### src/rtl/alu_divseq_pkg.sv
// Shared types and constants for the divide/remainder sequencer.
// Latency: n/a (declarations only).
// Backpressure: n/a.
package alu_divseq_pkg;

    // Alu opcodes already used by the shared combinational alu.
    localparam logic [3:0] OP_NONE = 4'd0;
    localparam logic [3:0] OP_SUB  = 4'd1;

    // Iteration count of the restoring loop, loaded into the down-counter.
    localparam logic [4:0] LOOP_LAST = 5'd31;

    typedef enum logic [2:0] {
        ST_IDLE  = 3'd0,
        ST_PREA  = 3'd1,
        ST_PREB  = 3'd2,
        ST_LOOP  = 3'd3,
        ST_POSTQ = 3'd4,
        ST_POSTR = 3'd5,
        ST_DONE  = 3'd6
    } state_e;

    // Borrow out of a 32-bit subtract a - b, recovered from the operand and
    // result sign bits because the alu does not export its carry.
    function automatic logic sub_borrow(input logic a_msb,
                                        input logic b_msb,
                                        input logic c_msb);
        return (~a_msb & b_msb) | (~(a_msb ^ b_msb) & c_msb);
    endfunction

endpackage

### src/rtl/alu_divseq.sv
// Multi-cycle 32-bit divide/remainder using the shared alu for one subtract per cycle.
// Latency: unsigned 33, signed 37, divide-by-zero 1 cycle from start, plus one per ungranted cycle.
// Backpressure: alu_gnt low freezes state, counter, data and alu operands; start ignored while busy.
module alu_divseq
    import alu_divseq_pkg::*;
(
    input  logic        clk,
    input  logic        resetn,
    input  logic        start,
    input  logic        is_signed,
    input  logic [31:0] dividend,
    input  logic [31:0] divisor,
    output logic [31:0] alu_a,
    output logic [31:0] alu_b,
    output logic [3:0]  alu_op,
    input  logic [31:0] alu_c,
    output logic        alu_req,
    input  logic        alu_gnt,
    output logic [31:0] quotient,
    output logic [31:0] remainder,
    output logic        dbz,
    output logic        valid,
    output logic        busy
);

    state_e      state_q, state_d;
    logic [4:0]  cnt_q, cnt_d;
    logic [31:0] dvd_q, dvd_d;     // dividend magnitude, shifted into the quotient
    logic [31:0] div_q, div_d;     // divisor magnitude
    logic [31:0] rem_q, rem_d;     // partial remainder
    logic        sa_q, sa_d;       // dividend negative (signed mode only)
    logic        sb_q, sb_d;       // divisor negative (signed mode only)
    logic        sgn_q, sgn_d;
    logic [31:0] quotient_q, quotient_d;
    logic [31:0] remainder_q, remainder_d;
    logic        dbz_q, dbz_d;
    logic        valid_q, valid_d;
    logic        busy_q, busy_d;

    logic [31:0] x;                // shifted partial remainder for this step
    logic        carry;            // bit shifted out of the remainder
    logic        ge;               // x >= divisor, i.e. quotient bit

    assign x     = {rem_q[30:0], dvd_q[31]};
    assign carry = rem_q[31];
    assign ge    = carry | ~sub_borrow(x[31], div_q[31], alu_c[31]);

    // Alu operand selection: purely a function of state so operands hold during a stall.
    always_comb begin
        alu_a   = 32'h0;
        alu_b   = 32'h0;
        alu_req = 1'b0;
        unique case (state_q)
            ST_PREA: begin
                alu_b   = dvd_q;
                alu_req = 1'b1;
            end
            ST_PREB: begin
                alu_b   = div_q;
                alu_req = 1'b1;
            end
            ST_LOOP: begin
                alu_a   = x;
                alu_b   = div_q;
                alu_req = 1'b1;
            end
            ST_POSTQ: begin
                alu_b   = dvd_q;
                alu_req = 1'b1;
            end
            ST_POSTR: begin
                alu_b   = rem_q;
                alu_req = 1'b1;
            end
            default: begin
                alu_a   = 32'h0;
                alu_b   = 32'h0;
                alu_req = 1'b0;
            end
        endcase
        alu_op = alu_req ? OP_SUB : OP_NONE;
    end

    // Next-state and datapath: every step other than IDLE/DONE advances only on a granted cycle.
    always_comb begin
        state_d     = state_q;
        cnt_d       = cnt_q;
        dvd_d       = dvd_q;
        div_d       = div_q;
        rem_d       = rem_q;
        sa_d        = sa_q;
        sb_d        = sb_q;
        sgn_d       = sgn_q;
        quotient_d  = quotient_q;
        remainder_d = remainder_q;
        dbz_d       = dbz_q;

        unique case (state_q)
            ST_IDLE: begin
                if (start) begin
                    sgn_d = is_signed;
                    sa_d  = dividend[31] & is_signed;
                    sb_d  = divisor[31] & is_signed;
                    div_d = divisor;
                    cnt_d = LOOP_LAST;
                    if (divisor == 32'h0) begin
                        // Results are staged in dvd/rem so the DONE capture below is uniform.
                        dvd_d   = 32'hFFFF_FFFF;
                        rem_d   = dividend;
                        state_d = ST_DONE;
                    end else begin
                        dvd_d   = dividend;
                        rem_d   = 32'h0;
                        state_d = is_signed ? ST_PREA : ST_LOOP;
                    end
                end
            end
            ST_PREA: begin
                if (alu_gnt) begin
                    if (sa_q) begin
                        dvd_d = alu_c;
                    end
                    state_d = ST_PREB;
                end
            end
            ST_PREB: begin
                if (alu_gnt) begin
                    if (sb_q) begin
                        div_d = alu_c;
                    end
                    state_d = ST_LOOP;
                end
            end
            ST_LOOP: begin
                if (alu_gnt) begin
                    rem_d = ge ? alu_c : x;
                    dvd_d = {dvd_q[30:0], ge};
                    cnt_d = cnt_q - 5'd1;
                    if (cnt_q == 5'd0) begin
                        state_d = sgn_q ? ST_POSTQ : ST_DONE;
                    end
                end
            end
            ST_POSTQ: begin
                if (alu_gnt) begin
                    if (sa_q ^ sb_q) begin
                        dvd_d = alu_c;
                    end
                    state_d = ST_POSTR;
                end
            end
            ST_POSTR: begin
                if (alu_gnt) begin
                    // Remainder takes the dividend's sign.
                    if (sa_q) begin
                        rem_d = alu_c;
                    end
                    state_d = ST_DONE;
                end
            end
            ST_DONE: begin
                state_d = ST_IDLE;
            end
            default: begin
                state_d = ST_IDLE;
            end
        endcase

        // Results are captured on the edge entering DONE; only IDLE jumps straight there.
        if ((state_d == ST_DONE) && (state_q != ST_DONE)) begin
            quotient_d  = dvd_d;
            remainder_d = rem_d;
            dbz_d       = (state_q == ST_IDLE);
        end

        valid_d = (state_d == ST_DONE);
        busy_d  = (state_d != ST_IDLE);
    end

    // State and registered outputs; reset aborts any operation without a valid pulse.
    always_ff @(posedge clk or negedge resetn) begin
        if (!resetn) begin
            state_q     <= ST_IDLE;
            cnt_q       <= 5'd0;
            dvd_q       <= 32'h0;
            div_q       <= 32'h0;
            rem_q       <= 32'h0;
            sa_q        <= 1'b0;
            sb_q        <= 1'b0;
            sgn_q       <= 1'b0;
            quotient_q  <= 32'h0;
            remainder_q <= 32'h0;
            dbz_q       <= 1'b0;
            valid_q     <= 1'b0;
            busy_q      <= 1'b0;
        end else begin
            state_q     <= state_d;
            cnt_q       <= cnt_d;
            dvd_q       <= dvd_d;
            div_q       <= div_d;
            rem_q       <= rem_d;
            sa_q        <= sa_d;
            sb_q        <= sb_d;
            sgn_q       <= sgn_d;
            quotient_q  <= quotient_d;
            remainder_q <= remainder_d;
            dbz_q       <= dbz_d;
            valid_q     <= valid_d;
            busy_q      <= busy_d;
        end
    end

    assign quotient  = quotient_q;
    assign remainder = remainder_q;
    assign dbz       = dbz_q;
    assign valid     = valid_q;
    assign busy      = busy_q;

endmodule

### config.mk
export PLATFORM = sky130hd
export DESIGN_NAME = alu_divseq
export DESIGN_NICKNAME = d
export VERILOG_FILES = /design/src/rtl/alu_divseq_pkg.sv /design/src/rtl/alu_divseq.sv
export SDC_FILE = /design/constraint.sdc
export NUM_CORES = 1
export LEC_CHECK = 0
export CAP_MARGIN = 10
export CORE_MARGIN = 8
export CORE_UTILIZATION = 39
export CTS_CLUSTER_SIZE = 30
export DETAILED_ROUTE_END_ITERATION = 12
export PLACE_DENSITY_LB_ADDON = 0.08
export SLEW_MARGIN = 15
export SYNTH_ARGS = -nofsm -noshare
export SYNTH_HDL_FRONTEND = slang
export SYNTH_SLANG_ARGS = --single-unit
### constraint.sdc
create_clock -name clk -period 3.1 [get_ports clk]
set_clock_uncertainty 0.2 [all_clocks]
set_input_delay 0.62 -clock clk [delete_from_list [all_inputs] [get_ports clk]]
set_output_delay 0.62 -clock clk [all_outputs]
set_load 0.01 [all_outputs]
==> notes.md, run 1 <==
run metrics: Data required, critical path roughly 3.2 ns, DR iter-0 viols roughly 960, GR peak layer met2, unique cell type count in the Yosys netlist between 40 and 50, crit-path max FO 12, Cell area leaders dfrtp_1, a222oi_1, nand2_1, first-pass GRT wire length 51,000 um, R2R Path Start state_q[2], met3 Usage GRT between 5 and 6%, Worst-path clk slew roughly 0.070 ns, Detailed Place HPWL 23,500 um, IO Port Bufs approximately 230, GRT Total Usage between 20% and 30%, Tightest Pin Transition between 0.7 and 0.8 ns, CP Depth 9, xor+xnor area frac less than 1%, tool warnings 29, Clock power frac 20.5%, FF-to-FF End quotient[19], routed wire length ~34,000 um, total power between 10 and 15 mW, post-synth top area cell dfrtp_1, Hold Buf Count CTS 0, P_int approximately 6.8 mW, dominant register cell dfrtp_1, vias in the first global route between 8,000 and 9,000, Reg2Reg Depth 10, Remaining DRCs 0, Post-Layout Cell Count 1,449, ys flops 174, n_diodes 0, post-detailed-route wirelength per cell 23.8 um, Crit Path Class in -> reg, status finished, final reports clean, fin crit share 99.0%, Power Dens Cells 882 mW/mm2, Synth Area in Adders less than 1%, Critical Path End quotient[19], number of fill cells roughly 1,900, # Cells Yosys approximately 870, most common cell in the netlist dfrtp_1, Seq/Total Area, Yosys roughly 50%, Core Region 0.0218 mm2, yosys aoi share about a fifth, chip height 165 um
-- run 1: flip-flops by register name (all words and copies together) (netlist names), 3 cells and up --
signal and cells:
rem_q 32, remainder 32, quotient 32, state_q 3, dvd_q 32, cnt_q 5
div_q 32
-- run 1: repair_timing --
action | 4_1_cts | 5_1_grt
buffers inserted | 7 | 6
setup endpoints to repair | 124 | 73
gates cloned | 2 | 4
resized | 74 | 25
pin swaps | 13 | 14
-- run 1: kinds of logic (layout without fill, tap and decap cells) --
logic type / after synthesis / after routing
buffers and inverters: 120 / 416
other: 1 / 3
DFF: 174 / 174
AOI/OAI and AO/OA: 215 / 215
and+or+nand+nor: 286 / 286
muxes: 65 / 65
adders and majority gates: 6 / 6
xor gates and xnor gates: 4 / 4
-- run 1: how the worst min path moves through the flow --
| stage | cells past startpoint | slack, ns | from | to |
|---|---|---|---|---|
| 2_1_floorplan | 0 | 0.12 | resetn | busy |
| 3_3_place_gp | 2 | 0.26 | div_q[18] | div_q[18] |
| 3_5_place_dp | 2 | 0.27 | div_q[19] | div_q[19] |
| 4_1_cts | 1 | 0.02 | resetn | cnt_q[4] |
| 5_1_grt | 1 | 0.05 | resetn | cnt_q[3] |
| 6_report | 1 | 0.004 | resetn | cnt_q[3] |
-- run 1: power by group through the flow --
stage / clock network, mW / logic (mW) / registers (mW)
6_report: 2.30 / 5.35 / 3.60
3_3_place_gp: 0 / 5.37 / 3.60
4_1_cts: 2.33 / 5.32 / 3.57
3_5_place_dp: 0 / 5.39 / 3.59
5_1_grt: 2.42 / 5.79 / 3.66
2_1_floorplan: 0 / 2.85 / 3.38
-- run 1: per-stage QoR --
| stage | instance area (um2) | util [%] | setup slack, ns |
|---|---|---|---|
| floorplan | 8670 | - | 0.261 |
| global placement | 11900 | 54.4 | -0.602 |
| detailed placement | 11900 | 54.4 | -0.661 |
| CTS | 12600 | 57.6 | 0.00625 |
| global route | 12800 | 58.4 | -0.0161 |
| finish | 12800 | 58.4 | 0.0304 |
-- run 1: cell type report --
cell class / instances / share of cell area, %
Sequential cell: 174 / 34.2
Multi-Input combinational cell: 579 / 30.9
Timing Repair Buffer: 346 / 26.1
Clock buffer: 19 / 3.47
Tap cell: 280 / 2.75
Clock inverter: 12 / 1.45
Inverter: 39 / 1.15
-- run 1: cells in the final DEF (no fill, tap or decap), types with 33 or more instances in the layout --
cell type,synthesis,final
dfrtp_1,174,171
clkdlybuf4s50_1,0,169
nand2_1,143,143
buf_4,6,93
a222oi_1,64,64
dlygate4sd2_1,0,50
nor2_1,44,43
inv_1,38,38
o21ai_0,38,38
a22o_1,33,33
nand3_1,33,33
mux2i_1,33,33
-- run 1: routing by layer --
layer | part of all wire, % | up-vias
met4 | 2.2 | 0
li1 | - | 3803
met3 | 9.7 | 54
met2 | 46 | 502
met1 | 42 | 4156
met5 | 0 | -
### Metal layers overlaid, run 1

Scale bar: 50 um. Two of the layers only.
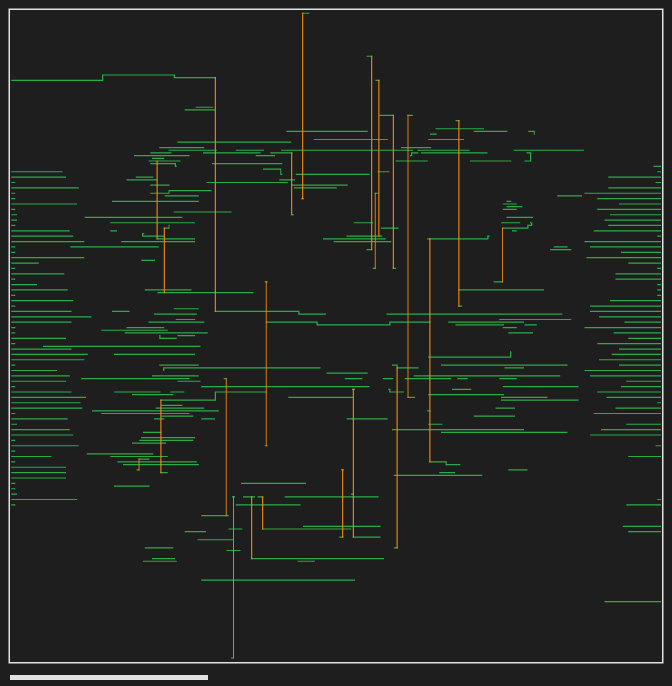
legend:
  met4:
    colour: orange
    wire_length: 754 um
  met3:
    colour: green
    wire_length: 3,330 um

### Metal 1, run 1

Scale bar: 50 um.
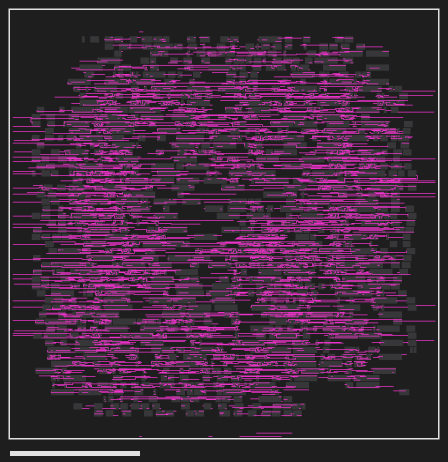
wire length on this layer: 14,400 um
longest straight run: 50.6 um
share of all routed wire: 42%
nets with wire on the layer: 1,135
main direction: horizontal

### Close-up of the layout, run 1

Scale bar: 5 um. Region (114, 114) to (134, 134) um. Cells in grey, sequential cells in the stronger grey; small squares are vias.
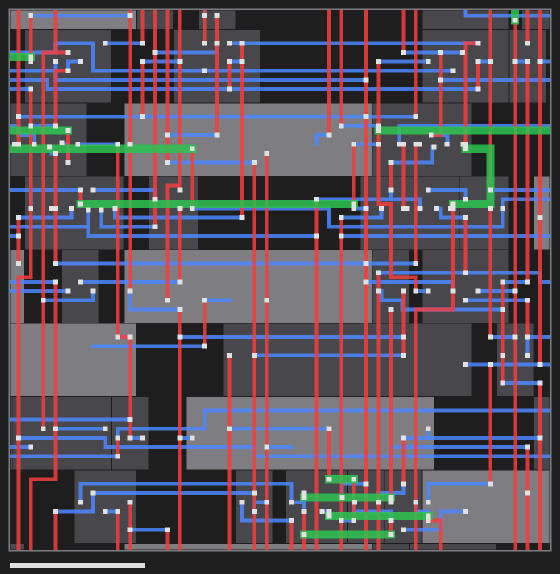
legend:
  met1:
    colour: blue
  met2:
    colour: red
  met3:
    colour: green
cells with their middle in the window: 27
netlist names of flops here include: rem_q (2)
most frequent: nand2_1 (7), dfrtp_1 (5), a222oi_1 (4)
sequential cells in the window: 5

### Signal metal coverage by tile, run 1

33 x 33 tiles, from white (low) to dark blue (high), scaled to the fullest tile. Values are wire area over tile area, all layers added.
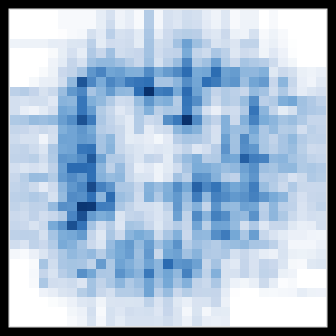
mean over tiles: 0.21
densest ninth of the die: left middle
emptiest ninth of the die: bottom right

--- run 2 (diff from run 1) ---
- CELL_PAD_IN_SITES_DETAIL_PLACEMENT: unset -> 0
- CELL_PAD_IN_SITES_GLOBAL_PLACEMENT: unset -> 2
- CORE_UTILIZATION: 39 -> 30
- CTS_CLUSTER_SIZE: 30 -> unset
### Signal metal coverage by tile, run 2

37 x 37 tiles, from white (low) to dark blue (high), scaled to the fullest tile. Values are wire area over tile area, all layers added.
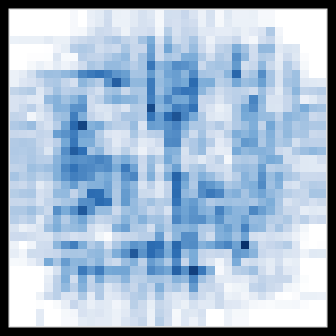
nearly empty tiles: 10%
emptiest ninth of the die: bottom right
tiles over half the peak: 15%
mean over tiles: 0.18
fullest tile: 0.62

### Close-up of the layout, run 2

Scale bar: 5 um. Region (129, 129) to (149, 149) um. Cells in grey, sequential cells in the stronger grey; small squares are vias.
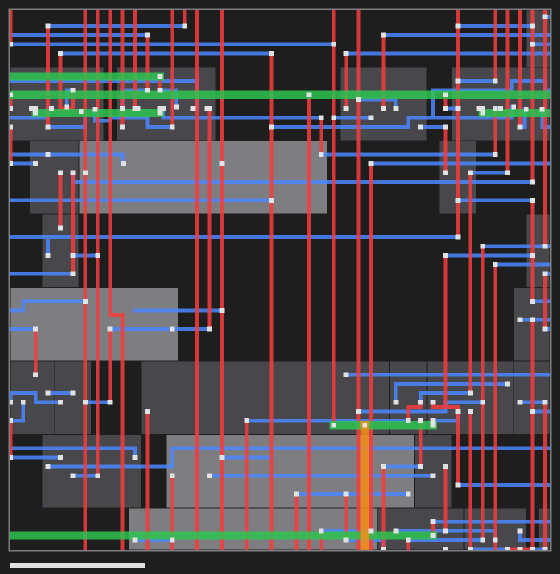
legend:
  met1:
    colour: blue
  met4:
    colour: orange
  met2:
    colour: red
  met3:
    colour: green
most frequent: nand2_1 (6), dfrtp_1 (4), a222oi_1 (3)
sequential cells in the window: 4
netlist names of flops here include: dvd_q (2)
cells with their middle in the window: 22

==> run 2 against run 1 <==
- the flow now finishes with violations (hold timing)
- register-to-register slack gained 0.10 ns
- die size grew 27%
- routed wire length grew 14%
- final area grew 2.3%
- highest routed layer unchanged
- clock-buffer cell count shrank 2
- global-route usage shrank 2.5 points
- via count shrank 0.59%
- final cell count grew 7.0%
- critical path depth is the same
- non-clock buffer count shrank 3
- sequential power is essentially flat
- total power grew 0.71%
==> notes.md, run 2 <==
run metrics: Hold Vio Cnt, Final 6, Hold Buf Count CTS 0, Power Dens Cells between 800 and 900 mW/mm2, chip height between 150 and 200 um, failing checks hold timing, Worst-path clk slew roughly 0.080 ns, pre-CTS setup slack -0.708 ns, Logic cell area about 0.0040 mm2, flip-flops with a built-in enable 0, final setup vio count 0, Detailed Place HPWL between 20,000 and 30,000 um, final hold slack -0.0153 ns, fin crit share between 90 and 100%, ys async rst share 100%, remaining antenna violation count 0, post-synth top area cell dfrtp_1, final net count between 1,000 and 1,500, unique cell type count in the Yosys netlist 48, n_diodes 0, cell area after placement 0.0121 mm2, Final min period 3.07 ns, final instance area ~0.013 mm2, # Cells Yosys between 800 and 900, tool warnings 30, worst setup margin approximately 0.030 ns, Core Region between 0.02 and 0.03 mm2, most common cell in the netlist dfrtp_1, Pre-Repair DR Iteration Count 6, dominant register cell dfrtp_1, total power between 10 and 15 mW, Crit Path Class in -> reg, Cell area leaders dfrtp_1, a222oi_1, nand2_1, ys flops ~170, status complete, but fails checks, number of fill cells 2,767, most used logic cell in the final layout dfrtp_1, most frequent cells in the layout dfrtp_1, clkdlybuf4s50_1, nand2_1, buf_4, a222oi_1, DR iter-0 viols ~1,100, grt ovf 0, Seq/Total Area, Yosys about half, Remaining DRCs 0, Leak between 6 and 7 nW, Tightest Pin Transition approximately 0.64 ns, IO Port Bufs 233, Data required, critical path 3.22 ns, first-pass GRT wire length ~57,000 um, routed wire length ~40,000 um, GRT Total Usage between 20% and 30%, post-detailed-route wirelength per cell approximately 25 um, crit-path max FO 7
### Metal layers overlaid, run 2

Scale bar: 50 um. Two of the layers only.
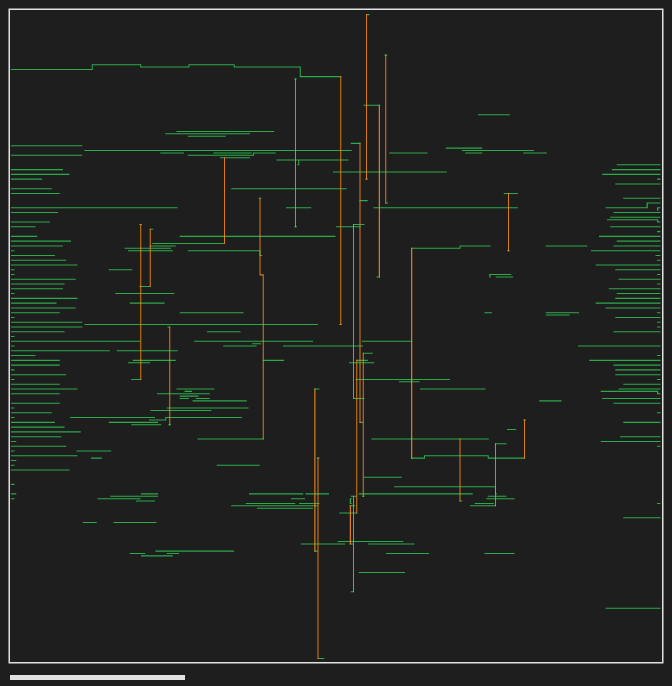
legend:
  met4:
    colour: orange
    wire_length: 911 um
  met3:
    colour: green
    wire_length: 2,970 um

[run 2: per-layer routing]
layer / up-vias / wire length, um / track usage [%] / share of wire [%]
li1: 3810 / - / - / -
met1: 4224 / 17300 / 29.3 / 44
met2: 379 / 18100 / 34.9 / 46
met3: 52 / 2970 / 5.08 / 7.6
met4: 0 / 910 / 6.76 / 2.3
met5: - / 0 / 0 / 0
[run 2: power breakdown]
| group | total (mW) | leakage, nW | internal [mW] | switching (mW) |
|---|---|---|---|---|
| sequential | 3.58 | 2.28 | 2.94 | 0.643 |
| combinational | 5.59 | 3.54 | 2.62 | 2.96 |
| clock | 2.16 | 0.283 | 1.08 | 1.09 |
[run 2: cell type report]
cell class,count,share of cell area (%)
timing repair buffer,343,26.9
clock inverter,15,1.11
multi-input combinational,579,30.5
sequential,174,33.4
tap,384,3.68
clock buffer,17,3.26
inverter,39,1.12
[run 2: through the flow]
stage	util, %	instances
after floorplan	-	873
after global placement	42.4	1499
after detailed placement	42.4	1499
after CTS	44.8	1539
after global routing	45.7	1551
final	45.7	1551
[run 2: worst max-delay path, cell delays in order]
cell and delay [ns]:
clkdlybuf4s50_1 0.47, nor4_4 0.35, buf_4 0.16, nand4_1 0.19, or3_4 0.40, a211oi_4 0.25
buf_6 0.21, clkbuf_16 0.20, mux2_2 0.33
[run 2: kinds of logic (layout without fill, tap and decap cells)]
| family | Yosys count | count (layout) | synth area share (%) |
|---|---|---|---|
| and+or+nand+nor | 286 | 286 | 14.9 |
| AOI/OAI and AO/OA | 215 | 215 | 19.9 |
| DFF | 174 | 174 | 50.3 |
| buffers and inverters | 120 | 414 | 5.59 |
| muxes | 65 | 65 | 7.97 |
| adders and majority gates | 6 | 6 | 0.867 |
| xor gates and xnor gates | 4 | 4 | 0.404 |
| other | 1 | 3 | 0.0433 |
[run 2: timing repair]
item / 4_1_cts / 5_1_grt
pin swaps: 26 / 31
resized: 75 / 46
setup endpoints to repair: 123 / 85
cloned: 2 / 5
setup buffers: 6 / 7
[run 2: final timing paths]
check,from,endpoint,slack [ns],cells past startpoint
max in group asynchronous,resetn,quotient[11],1.98,2
min in group clk,div_q[29],div_q[29],0.29,2
max reg2reg,state_q[2],quotient[30],0.21,7
max,divisor[11],quotient[30],0.03,9
min,resetn,cnt_q[1],-0.02,1
min reg2reg,div_q[29],div_q[29],0.29,2
--- run 3 (diff from run 2) ---
- MAX_ROUTING_LAYER: unset -> met4
### Signal metal coverage by tile, run 3

37 x 37 tiles, from white (low) to dark blue (high), scaled to the fullest tile. Values are wire area over tile area, all layers added.
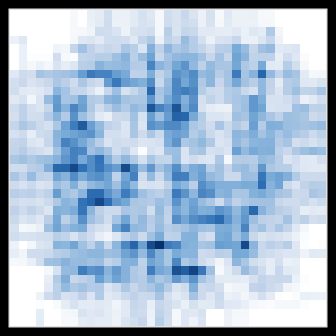
nearly empty tiles: 10%
mean over tiles: 0.18
tiles over half the peak: 14%
emptiest ninth of the die: bottom right
fullest tile: 0.63

### Metal 1, run 3

Scale bar: 50 um.
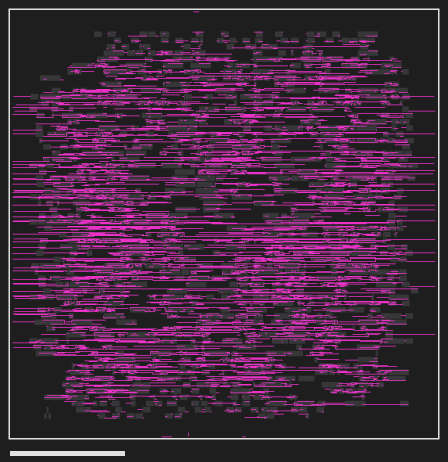
share of all routed wire: 45%
longest straight run: 61.6 um
main direction: horizontal
wire length on this layer: 18,000 um
nets with wire on the layer: 1,151

### Metal layers overlaid, run 3

Scale bar: 50 um. Two of the layers only.
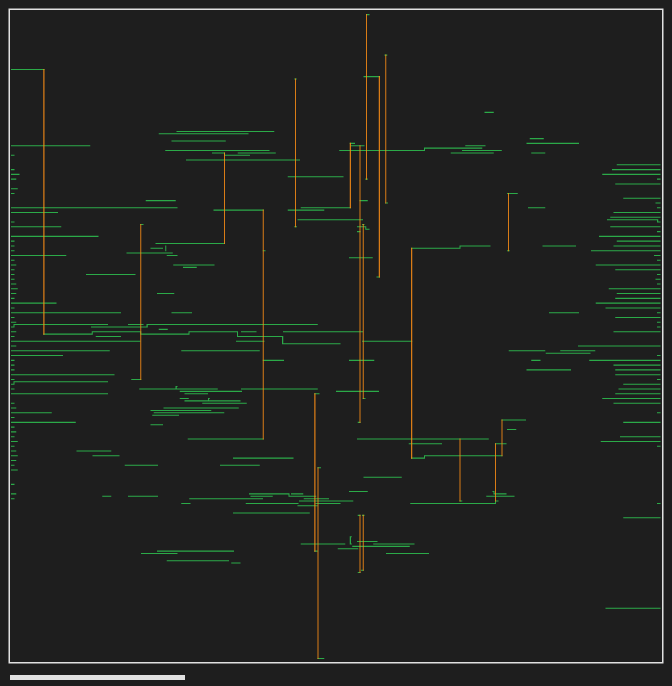
legend:
  met3:
    colour: green
    wire_length: 2,420 um
  met4:
    colour: orange
    wire_length: 798 um

==> run 3 against run 2 <==
- the flow still finishes with violations (hold timing)
- synthesized cell count stayed put
- sequential share of layout area is 0.067 points lower
- first-iteration DRC count is 2.6% higher
- final area is 0.20% higher
- routed wire length is 0.77% higher
- core utilization is 0.092 points higher
- via count hardly changed
- largest cell class unchanged
==> notes.md, run 3 <==
run metrics: status complete, but fails checks, failing checks hold timing, Detailed Place HPWL approximately 25,000 um, final hold slack -0.0129 ns, Power Dens Cells approximately 870 mW/mm2, Worst-path clk slew 0.08 ns, IO Port Bufs about 230, post-synth top area cell dfrtp_1, grt ovf 0, first-pass GRT wire length approximately 57,000 um, number of fill cells around 2,800, vias in the first global route roughly 9,000, Pre-Repair DR Iteration Count 7, max layer used met4, # Cells Yosys 871, dominant register cell dfrtp_1, Core Region between 0.02 and 0.03 mm2, most used logic cell in the final layout dfrtp_1, CP max-delay cell clkdlybuf4s50_1, final net count around 1,300, most frequent cells in the layout dfrtp_1, clkdlybuf4s50_1, nand2_1, buf_4, a222oi_1, met3 wire length between 2000 and 2500 um, R2R Path Start state_q[2], pre-CTS setup slack -0.708 ns, final setup vio count 0, final core occ 45.8%, post-detailed-route wirelength per cell 25.5 um, Data required, critical path ~3.2 ns, GRT Total Usage between 20% and 30%, ys async rst share 100%, met2 wire length about 18,000 um, Hold Vio Cnt, Final 4, tool warnings 30
==> run 3: power by group <==
part | switching, mW | total, mW | internal [mW]
Sequential | 0.644 | 3.58 | 2.94
Combinational | 2.98 | 5.63 | 2.64
Clock | 1.09 | 2.16 | 1.08
==> run 3: per-layer routing <==
layer | track usage [%] | up-vias
met5 | - | -
met4 | 6.76 | 0
met3 | 4.08 | 45
met2 | 34.8 | 376
met1 | 30.0 | 4230
li1 | - | 3816
==> run 3: timing repair <==
| item | in CTS | in global routing |
|---|---|---|
| setup endpoints to repair | 123 | 85 |
| pin swaps | 26 | 31 |
| gates cloned | 2 | 6 |
| setup buffers | 6 | 7 |
| gates resized | 75 | 46 |
==> run 3: area by class of cell <==
type | count | area share (%)
inverter | 39 | 1.12
multi-input combinational | 579 | 30.4
clock inverter | 15 | 1.11
sequential | 174 | 33.4
tap | 384 | 3.68
timing repair buffer | 344 | 27.1
clock buffer | 17 | 3.26
==> run 3: worst reg2reg max path: cells and delay by family (launching register included) <==
| family | cells | cell delay (ns) |
|---|---|---|
| AOI/OAI and AO/OA | 1 | 0.25 |
| buffers and inverters | 3 | 0.58 |
| DFF | 1 | 0.47 |
| muxes | 1 | 0.33 |
| and+or+nand+nor | 2 | 0.95 |
==> run 3: stage by stage <==
step | cells | cell area, um2 | total power [mW] | setup TNS [ns]
after global routing | 1552 | 13100 | 12.0 | -0.0924
after detailed placement | 1499 | 12100 | 9.28 | -44.89
after floorplan | 873 | 8670 | 6.23 | 0
final | 1552 | 13100 | 11.4 | 0
after CTS | 1539 | 12800 | 11.3 | 0
after global placement | 1499 | 12100 | 9.32 | -50.74
==> run 3: worst max path at each step <==
stage	start	endpoint	slack, ns	cells past startpoint
final	divisor[11]	quotient[30]	0.02	9
after detailed placement	divisor[4]	quotient[10]	-0.71	8
after floorplan	start	quotient[10]	0.26	6
after global routing	state_q[2]	alu_b[30]	-0.02	7
after CTS	state_q[2]	alu_b[11]	0.0001	7
after global placement	divisor[4]	quotient[26]	-0.75	8
==> run 3: cells by family (layout without fill, tap and decap cells) <==
family,count (synthesis),after routing,synth area share [%]
simple gates,286,286,14.9
compound gates,215,215,19.9
flops,174,174,50.3
buf+inv,120,415,5.59
mux,65,65,7.97
fa+ha+maj,6,6,0.867
xor+xnor,4,4,0.404
other cells,1,3,0.0433
Power and IR drop assume default switching activity.
